**config.mk**
```make
export PLATFORM = sky130hd
export DESIGN_NAME = price_avg
export DESIGN_NICKNAME = d
export VERILOG_FILES = /design/src/rtl/price_avg.sv
export SDC_FILE = /design/constraint.sdc
export NUM_CORES = 1
export LEC_CHECK = 0
export CAP_MARGIN = 40
export CELL_PAD_IN_SITES_DETAIL_PLACEMENT = 1
export CELL_PAD_IN_SITES_GLOBAL_PLACEMENT = 2
export CORE_UTILIZATION = 33
export CTS_BUF_LIST = sky130_fd_sc_hd__clkbuf_8
export CTS_CLUSTER_SIZE = 30
export DETAILED_ROUTE_END_ITERATION = 10
export PLACE_DENSITY_LB_ADDON = 0.05
export SYNTH_ARGS = -nofsm -noshare
export SYNTH_HDL_FRONTEND = slang
export SYNTH_SLANG_ARGS = --single-unit
```
**constraint.sdc**
```tcl
create_clock -name clk -period 3.2 [get_ports clk]
set_input_delay 0.64 -clock clk [delete_from_list [all_inputs] [get_ports clk]]
set_output_delay 0.64 -clock clk [all_outputs]
set_load 0.05 [all_outputs]
```
**src/rtl/price_avg.sv**
```systemverilog
// Monte Carlo averaging stage: accumulates 2^LOG2_N path prices, then emits the rounded mean.
// Define PRICE_AVG_VAR_EN to add the population-variance output var_out.
module price_avg #(
    parameter int PRICE_W = 16,
    parameter int LOG2_N  = 10
) (
    input  logic                 clk,
    input  logic                 rst,
    input  logic                 start,
    input  logic                 in_valid,
    output logic                 in_ready,
    input  logic [PRICE_W-1:0]   price,
    output logic                 out_valid,
    input  logic                 out_ready,
    output logic [PRICE_W-1:0]   avg,
`ifdef PRICE_AVG_VAR_EN
    output logic [2*PRICE_W-1:0] var_out,
`endif
    output logic                 busy,
    output logic [LOG2_N:0]      count
);

    localparam int ACC_W = PRICE_W + LOG2_N;
    localparam int PW2   = 2 * PRICE_W;
    localparam logic [ACC_W-1:0] HALF = ACC_W'(1) << (LOG2_N - 1);
    localparam logic [LOG2_N:0]  LAST = (LOG2_N + 1)'((1 << LOG2_N) - 1);

    typedef enum logic [1:0] {S_IDLE, S_ACCUM, S_CALC, S_HOLD} state_t;

    state_t               state_q, state_d;
    logic [ACC_W-1:0]     acc_q, acc_d;
    logic [LOG2_N:0]      count_q, count_d;
    logic [PRICE_W-1:0]   avg_q, avg_d;
    logic                 in_ready_q, in_ready_d;
    logic                 out_valid_q, out_valid_d;
    logic                 busy_q, busy_d;

`ifdef PRICE_AVG_VAR_EN
    localparam int SQ_W   = PW2 + LOG2_N;
    localparam int ACC2_W = 2 * ACC_W;
    logic [SQ_W-1:0]      sumsq_q, sumsq_d;
    logic [PW2-1:0]       var_q, var_d;
    logic [PW2-1:0]       price_sq, mean_of_sq, sq_of_mean;
    logic [ACC2_W-1:0]    acc_sq;

    always_comb begin
        price_sq   = PW2'(price) * PW2'(price);
        acc_sq     = ACC2_W'(acc_q) * ACC2_W'(acc_q);
        mean_of_sq = PW2'(sumsq_q >> LOG2_N);
        sq_of_mean = PW2'(acc_sq >> (2 * LOG2_N));
    end
`endif

    always_comb begin
        state_d = state_q;
        acc_d   = acc_q;
        count_d = count_q;
        avg_d   = avg_q;
`ifdef PRICE_AVG_VAR_EN
        sumsq_d = sumsq_q;
        var_d   = var_q;
`endif
        // start wins over everything, including a sample offered in the same cycle
        if (start) begin
            state_d = S_ACCUM;
            acc_d   = '0;
            count_d = '0;
`ifdef PRICE_AVG_VAR_EN
            sumsq_d = '0;
`endif
        end else begin
            case (state_q)
                S_ACCUM: begin
                    if (in_valid && in_ready_q) begin
                        acc_d   = acc_q + ACC_W'(price);
                        count_d = count_q + 1'b1;
`ifdef PRICE_AVG_VAR_EN
                        sumsq_d = sumsq_q + SQ_W'(price_sq);
`endif
                        if (count_q == LAST) state_d = S_CALC;
                    end
                end
                S_CALC: begin
                    avg_d = PRICE_W'((acc_q + HALF) >> LOG2_N);
`ifdef PRICE_AVG_VAR_EN
                    var_d = (mean_of_sq >= sq_of_mean) ? (mean_of_sq - sq_of_mean) : '0;
`endif
                    state_d = S_HOLD;
                end
                S_HOLD: begin
                    if (out_ready) state_d = S_IDLE;
                end
                default: ;
            endcase
        end
        in_ready_d  = (state_d == S_ACCUM);
        out_valid_d = (state_d == S_HOLD);
        busy_d      = (state_d == S_ACCUM) || (state_d == S_CALC);
    end

    always_ff @(posedge clk) begin
        if (rst) begin
            state_q     <= S_IDLE;
            acc_q       <= '0;
            count_q     <= '0;
            avg_q       <= '0;
            in_ready_q  <= 1'b0;
            out_valid_q <= 1'b0;
            busy_q      <= 1'b0;
`ifdef PRICE_AVG_VAR_EN
            sumsq_q     <= '0;
            var_q       <= '0;
`endif
        end else begin
            state_q     <= state_d;
            acc_q       <= acc_d;
            count_q     <= count_d;
            avg_q       <= avg_d;
            in_ready_q  <= in_ready_d;
            out_valid_q <= out_valid_d;
            busy_q      <= busy_d;
`ifdef PRICE_AVG_VAR_EN
            sumsq_q     <= sumsq_d;
            var_q       <= var_d;
`endif
        end
    end

    assign in_ready  = in_ready_q;
    assign out_valid = out_valid_q;
    assign busy      = busy_q;
    assign count     = count_q;
    assign avg       = avg_q;
`ifdef PRICE_AVG_VAR_EN
    assign var_out   = var_q;
`endif

endmodule

```
run_1/gate_families.png
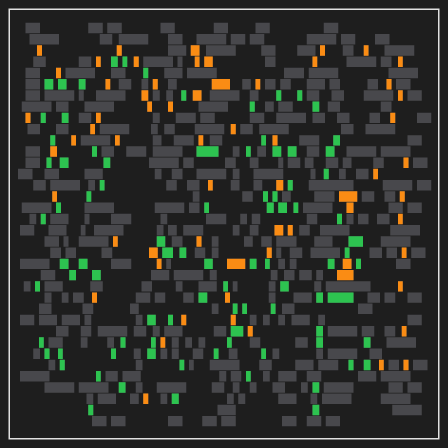
Orange shows NOR gates, cells 63, where widely spread. Green shows NAND gates, cells 88, where widely spread.

run_1/metal_stack.png
Bar = 20 um. Two of the layers only.
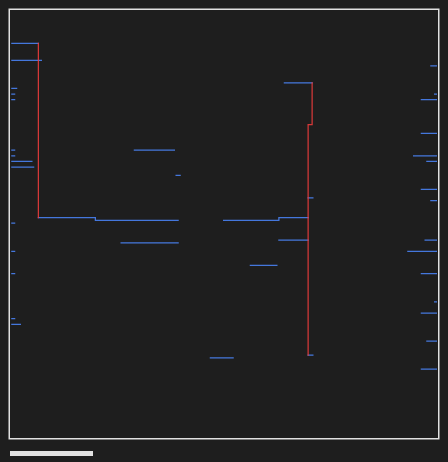
Red shows met4, wire length 109 um. Blue shows met3, wire length 186 um.

run_1/final_congestion.png
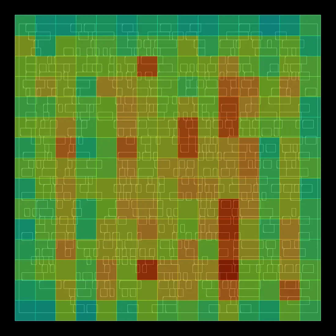
met2 usage: 31.2%
gr usage total: 18.0%

run_1/registers.png
Bar = 20 um. Other sequential cells in the stronger grey, the rest of the logic in the fainter grey.
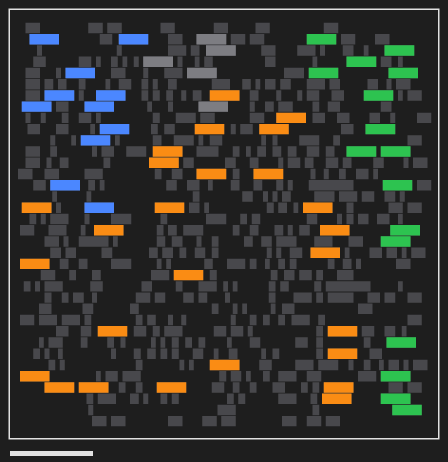
Orange shows `acc_q`, flops 26, where widely spread. Green shows `avg`, flops 16. Blue shows `count`, flops 11, where north-west.

==> impl_metrics.yaml, run 1 <==
# synthesis and place-and-route metrics
critical_path:
  end_kind: "flop"
  critPathKind: "in2reg"
  crit_fanout: 6
  arrival_ns: 2.96
yosys:
  synth_nets: 464
  synthArstFlopShare_pct: 0
  ys_ff: 58
  yosys_warnings: 0
  synth_area_um2: 3410
global_routing:
  grt_pass1_wl_mm: 15.4
  grt_pass1_vias: 3111
  antenna_found_initial: 0
cts:
  cts-resized-gates: 0
  h-tree-depth: 3
  clk_path_buf_depth: 2
  clock_latency_ns: 0.35
placement:
  io_buffers: 50
final_layout:
  comb_share_pct: 49.5
  final-nonclk-buf-share_pct: 13.1
outcome:
  outcome: "finished, final reports clean"
pwr:
  p_leak_nw: 1.48
  ir_drop_mv: 0.193
final_timing:
  rsz0062_at_grt: "no"
-- run 1: metal layers --
layer | track usage, % | vias to the layer above | part of all wire [%]
li1 | - | 1595 | -
met1 | 22.2 | 1486 | 48
met2 | 31.2 | 44 | 49
met3 | 3.15 | 7 | 2.0
met4 | 6.21 | 0 | 1.2
met5 | 0 | - | 0
-- run 1: critical path: cells and delay by family --
family	cells	cell delay, ns
buf+inv	2	0.53
fa+ha+maj	2	0.55
compound gates	4	0.63
simple gates	2	0.61
-- run 1: report_power, final --
group | total (W) | switching [W] | internal (W)
registers | 0.000731 | 0.00000517 | 0.000726
clock network | 0.000827 | 0.000326 | 0.000501
logic | 0.000128 | 0.0000733 | 0.0000544
total | 0.00169 | 0.000404 | 0.00128
-- run 1: logic make-up (layout without fill, tap and decap cells) --
logic type | Yosys count | in the layout | synth area share [%]
AND/OR/NAND/NOR | 172 | 172 | 25.3
buffers and inverters | 29 | 85 | 3.89
flip-flops | 58 | 58 | 34.1
adder cells (fa/ha/maj) | 21 | 21 | 7.93
XOR/XNOR | 37 | 37 | 9.50
multiplexers | 3 | 3 | 0.881
AND-OR/OR-AND | 102 | 102 | 18.5
-- run 1: through the flow --
step	hold WS [ns]	total power, W
after floorplan	0.436	0.000822
after global placement	0.442	0.000876
after detailed placement	0.453	0.000877
after CTS	0.464	0.00171
after global routing	0.486	0.00176
final	0.455	0.00169
-- run 1: flip-flops by register name, indices dropped and copies added (netlist names) --
signal and flops:
acc_q 26, avg 16, count 11, state_q 2, busy 1, in_ready 1
out_valid 1
-- run 1: final timing paths --
check	cells after the start	slack (ns)	end	start
setup / recovery	10	0.51	acc_q[18]	price[0]
hold / removal	2	0.46	acc_q[5]	acc_q[5]
setup reg to reg	9	0.94	acc_q[18]	acc_q[0]
hold reg to reg	2	0.46	acc_q[5]	acc_q[5]
==> run 2, diff against run 1 <==
--- a/config.mk
+++ b/config.mk
@@ -8,7 +8,7 @@
 export CAP_MARGIN = 40
 export CELL_PAD_IN_SITES_DETAIL_PLACEMENT = 1
 export CELL_PAD_IN_SITES_GLOBAL_PLACEMENT = 2
-export CORE_UTILIZATION = 33
+export CORE_UTILIZATION = 30
 export CTS_BUF_LIST = sky130_fd_sc_hd__clkbuf_8
 export CTS_CLUSTER_SIZE = 30
 export DETAILED_ROUTE_END_ITERATION = 10
==> constraint.sdc (replaced) <==
create_clock -name clk -period 2.28 [get_ports clk]
set_input_delay 0.456 -clock clk [delete_from_list [all_inputs] [get_ports clk]]
set_output_delay 0.456 -clock clk [all_outputs]
set_load 0.05 [all_outputs]
run_2/registers.png
Bar = 20 um. Other sequential cells in the stronger grey, the rest of the logic in the fainter grey.
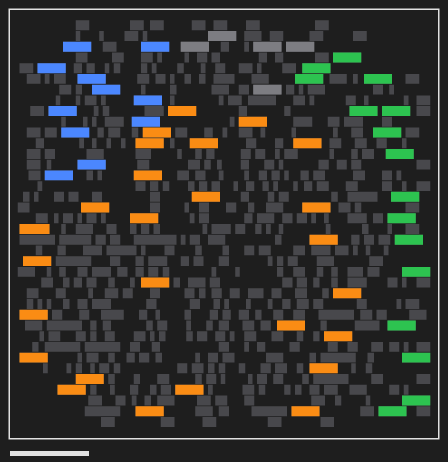
Green shows `avg`, flops 16. Orange shows `acc_q`, flops 26. Blue shows `count`, flops 11, where north-west.

run_2/metal_stack.png
Bar = 20 um. Two of the layers only.
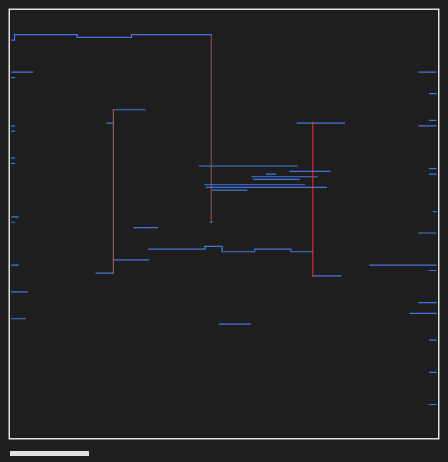
Red shows met4, wire length 128 um. Blue shows met3, wire length 359 um.

==> run 2 against run 1 <==
  * Synthesized cell count is the same
  * Register-to-register slack lost 0.84 ns
  * Count of clock-buffer cells in the layout shrank 1
  * Combinational power grew 88%
  * Cell count grew 11%
  * Worst hold slack gained 0.023 ns
  * Sequential share of layout area shrank 3.5 points
  * Power grew 33%
  * Synthesized area is the same
  * Clock power grew 17%
==> impl_metrics.yaml, run 2 <==
# synthesis and place-and-route metrics
cts:
  numCtsBuffers: 9
  clk_path_buf_depth: 2
  clock_latency_ns: 0.34
  h-tree-depth: 3
  cts-resized-gates: 13
critical_path:
  max_stage_delay_ns: 0.52
  r2r_slack_ns: 0.10
  startpoint: "price[11]"
  crit_fanout: 5
  critPathKind: "in2reg"
  arrival_ns: 2.48
  r2r-start: "acc_q[0]"
  end_kind: "flop"
  rr_worst_depth: 9
  critPathCapture: "acc_q[18]"
  crit_family: "simple AND/OR/NAND/NOR gates"
  path_cells: "clkdlybuf4s50_1 > ha_4 > buf_4 > nand2_2 > nor2_4 > o311a_1 > o31ai_4 > or4_4 > a21oi_2"
  path_depth: 9
  cp_num_buf_inv: 2
final_layout:
  top_register: "acc_q"
  layout.cell_area.non_filler_um2: 4930
  drive_gt1_share_pct: 22.7
  largest_reg_flops: 26
  area_growth_pct: 44.6
yosys:
  yosys_warnings: 0
  synth_area_um2: 3410
  synthArstFlopShare_pct: 0
  ys_ff: 58
  synth_nets: 464
die:
  initCoreUtil_pct: 31.2
placement:
  io_buffers: 50
global_routing:
  grt_pass1_vias: 3443
  grt_usage_pct: 18.5
  antenna_found_initial: 0
  grt_pass1_wl_mm: 16.7
final_timing:
  tightest_slew_ns: 0.498
  whs_ns: 0.478
  fin_crit_ns: 2.21
  fin_ws_ns: 0.0728
outcome:
  outcome: "finished, final reports clean"
drt:
  vias_per_cell: 5.05
  ant_nets: 0
pwr:
  ir_drop_mv: 0.304
  cellPowerDensity_nw_per_um2: 454
  p_leak_nw: 1.83
run_2/final_congestion.png
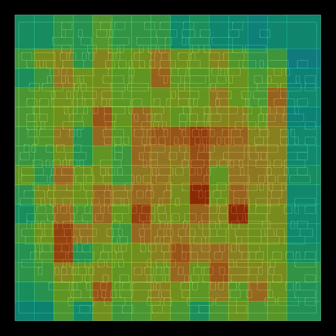
Top Usage Layer GRT: met2
met2 usage: 31.5%
met3 Use GR: 3.92%
met1 Track Usage GR: 23.0%

-- run 2: power by group --
part / internal, W / switching, W / total [W]
Clock: 0.000551 / 0.000419 / 0.000970
Sequential: 0.00102 / 0.00000701 / 0.00103
Combinational: 0.000116 / 0.000125 / 0.000241
Total: 0.00169 / 0.000551 / 0.00224
-- run 2: cell type report --
| cell class | instances | share of cell area [%] |
|---|---|---|
| Sequential cell | 58 | 23.6 |
| Clock inverter | 5 | 0.939 |
| Multi-Input combinational cell | 335 | 47.3 |
| Inverter | 11 | 0.837 |
| Tap cell | 140 | 3.55 |
| Clock buffer | 11 | 3.07 |
| Timing Repair Buffer | 117 | 20.7 |
-- run 2: cells by family after synthesis --
kind of cell    after synthesis  share of synthesized area, %
simple gates                172                          25.3
compound gates              102                          18.5
flops                        58                          34.1
xor+xnor                     37                          9.50
buf+inv                      29                          3.89
fa+ha+maj                    21                          7.93
mux                           3                         0.881
-- run 2: worst min-delay path: cells and delay by family, from the launching register on --
| kind | cells | cell delay [ns] |
|---|---|---|
| DFF | 1 | 0.31 |
| AOI/OAI and AO/OA | 1 | 0.06 |
| and+or+nand+nor | 1 | 0.05 |
-- run 2: worst min path at each step --
stage | startpoint | end | depth (start not counted)
2_1_floorplan | acc_q[3] | acc_q[3] | 2
3_3_place_gp | acc_q[3] | acc_q[3] | 2
3_5_place_dp | acc_q[2] | acc_q[2] | 2
4_1_cts | acc_q[4] | acc_q[4] | 2
5_1_grt | acc_q[5] | acc_q[5] | 2
6_report | acc_q[7] | acc_q[7] | 2
-- run 2: metal layers --
metal	part of all wire, %	up-vias	track usage (%)
li1	-	1719	-
met1	47	1630	23.0
met2	48	58	31.5
met3	3.5	9	3.92
met4	1.2	0	6.08
met5	0	-	0
==> run 3, diff against run 2 <==
--- a/config.mk
+++ b/config.mk
@@ -8,7 +8,8 @@
 export CAP_MARGIN = 40
 export CELL_PAD_IN_SITES_DETAIL_PLACEMENT = 1
 export CELL_PAD_IN_SITES_GLOBAL_PLACEMENT = 2
-export CORE_UTILIZATION = 30
+export CORE_MARGIN = 3
+export CORE_UTILIZATION = 36
 export CTS_BUF_LIST = sky130_fd_sc_hd__clkbuf_8
 export CTS_CLUSTER_SIZE = 30
 export DETAILED_ROUTE_END_ITERATION = 10
==> constraint.sdc (replaced) <==
create_clock -name clk -period 2.85 [get_ports clk]
set_input_delay 0.57 -clock clk [delete_from_list [all_inputs] [get_ports clk]]
set_output_delay 0.57 -clock clk [all_outputs]
set_load 0.05 [all_outputs]
run_3/final_congestion.png
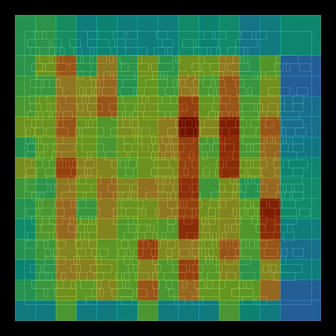
gr usage total: 18.9%
met2 usage: 30.6%

run_3/gate_families.png
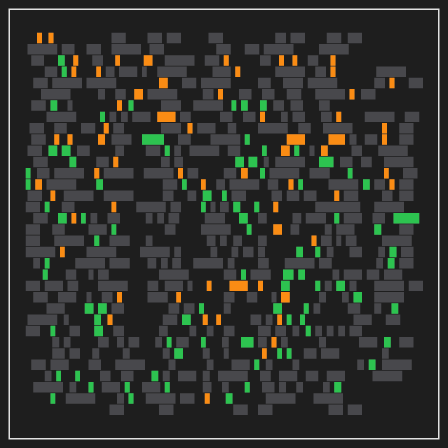
Orange shows NOR gates, cells 63. Green shows NAND gates, cells 88.

==> run 3 against run 2 <==
  * Sequential power fell by about 20%
  * Worst hold slack got worse by 0.018 ns
  * First-iteration DRC count fell by 27%
  * Cell area fell by 13%
  * Clock power fell by 17%
  * Setup slack improved by 0.19 ns
  * Count of clock-buffer cells in the layout did not move
  * Critical endpoint unchanged
  * Largest cell class unchanged
==> impl_metrics.yaml, run 3 <==
# synthesis and place-and-route metrics
critical_path:
  path_depth: 10
  cp-start-kind: "input port"
  critPathKind: "in2reg"
  rr_worst_depth: 9
  max_stage_delay_ns: 0.46
  r2r_slack_ns: 0.61
  end_kind: "flop"
  startpoint: "price[0]"
  crit_family: "AND-OR/OR-AND gates"
  crit_fanout: 6
  path_cells: "clkdlybuf4s50_1 > ha_1 > inv_1 > fa_1 > nand2b_1 > a21oi_2 > o311a_1 > o31ai_2 > or4_1 > a21oi_1"
  cp_num_buf_inv: 2
  r2r-start: "acc_q[0]"
yosys:
  yosys_warnings: 0
  synth_nets: 464
  synth_area_um2: 3410
  synthArstFlopShare_pct: 0
cts:
  clock_latency_ns: 0.35
  numCtsBuffers: 9
  clk_path_buf_depth: 2
  cts-resized-gates: 0
  h-tree-depth: 3
pwr:
  switching_share_pct: 25.1
  p_sw_w: 0.000444
  pg_seq_w: 0.000821
  ir_drop_mv: 0.256
  intPower_w: 0.00132
  cellPowerDensity_nw_per_um2: 413
  powerClk_w: 0.000802
  clkPwrFrac_pct: 45.3
  power_frac_seq_pct: 46.4
  largestPowerGroup: "sequential cells"
final_layout:
  largest_reg_flops: 26
  drive_gt1_share_pct: 8.90
  area_growth_pct: 25.7
  top_register: "acc_q"
global_routing:
  antenna_found_initial: 0
  grt_pass1_vias: 3212
  grt_pass1_wl_mm: 15.7
outcome:
  outcome: "finished, final reports clean"
final_timing:
  whs_ns: 0.460
  fin_ws_ns: 0.267
  fin_crit_ns: 2.58
placement:
  io_buffers: 50
die:
  initCoreUtil_pct: 38.0
drt:
  vias_per_cell: 5.24
run_3/registers.png
Bar = 20 um. Other sequential cells in the stronger grey, the rest of the logic in the fainter grey.
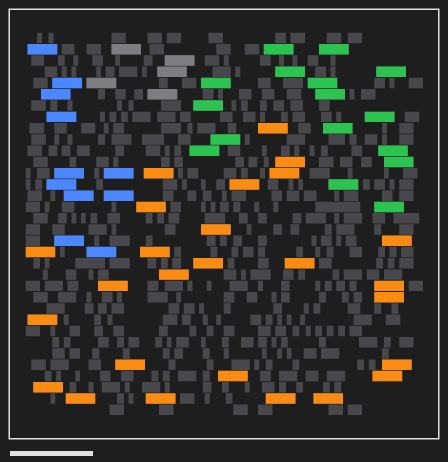
Blue shows `count`, flops 11. Green shows `avg`, flops 16. Orange shows `acc_q`, flops 26.
Another 5 sequential cells are not coloured.

run 3: worst min-delay path, cell delays in order, from the launching register on:
cell and delay (ns):
dfxtp_1 0.31, nand2_1 0.05, a21oi_1 0.05
run 3: kinds of logic after synthesis:
logic type	count (synthesis)	synth area share (%)
mux	3	0.881
xor+xnor	37	9.50
compound gates	102	18.5
simple gates	172	25.3
fa+ha+maj	21	7.93
flops	58	34.1
buf+inv	29	3.89
run 3: per-layer routing:
layer / vias up / global-route usage (%) / wire length, um
li1: 1616 / - / -
met1: 1508 / 24.9 / 4490
met2: 47 / 30.6 / 4340
met3: 19 / 3.62 / 269
met4: 0 / 7.67 / 228
met5: - / 0 / 0
run 3: layout make-up:
type / instances / area share (%)
tap: 126 / 3.68
clock inverter: 5 / 1.26
sequential: 58 / 27.1
multi-input combinational: 335 / 49.5
timing repair buffer: 63 / 14.0
clock buffer: 11 / 3.53
inverter: 11 / 0.964
run 3: through the flow:
stage          util [%]  setup TNS, ns  cells  total power [W]  instance area [um2]
6_report           47.7              0    609          0.00177                 4280
5_1_grt            47.7              0    609          0.00185                 4280
4_1_cts            47.7              0    609          0.00180                 4280
3_5_place_dp       45.4         -0.160    593         0.000988                 4080
3_3_place_gp       45.4       -0.00382    593         0.000986                 4080
2_1_floorplan         -              0    422         0.000923                 3410
run 3: worst min path at each step:
| stage | end | slack (ns) | cells past startpoint | from |
|---|---|---|---|---|
| after floorplan | acc_q[3] | 0.44 | 2 | acc_q[3] |
| after global placement | acc_q[2] | 0.44 | 2 | acc_q[2] |
| after detailed placement | acc_q[4] | 0.45 | 2 | acc_q[4] |
| after CTS | acc_q[4] | 0.46 | 2 | acc_q[4] |
| after global routing | acc_q[4] | 0.48 | 2 | acc_q[4] |
| final | acc_q[4] | 0.46 | 2 | acc_q[4] |
Power and IR drop assume default switching activity.
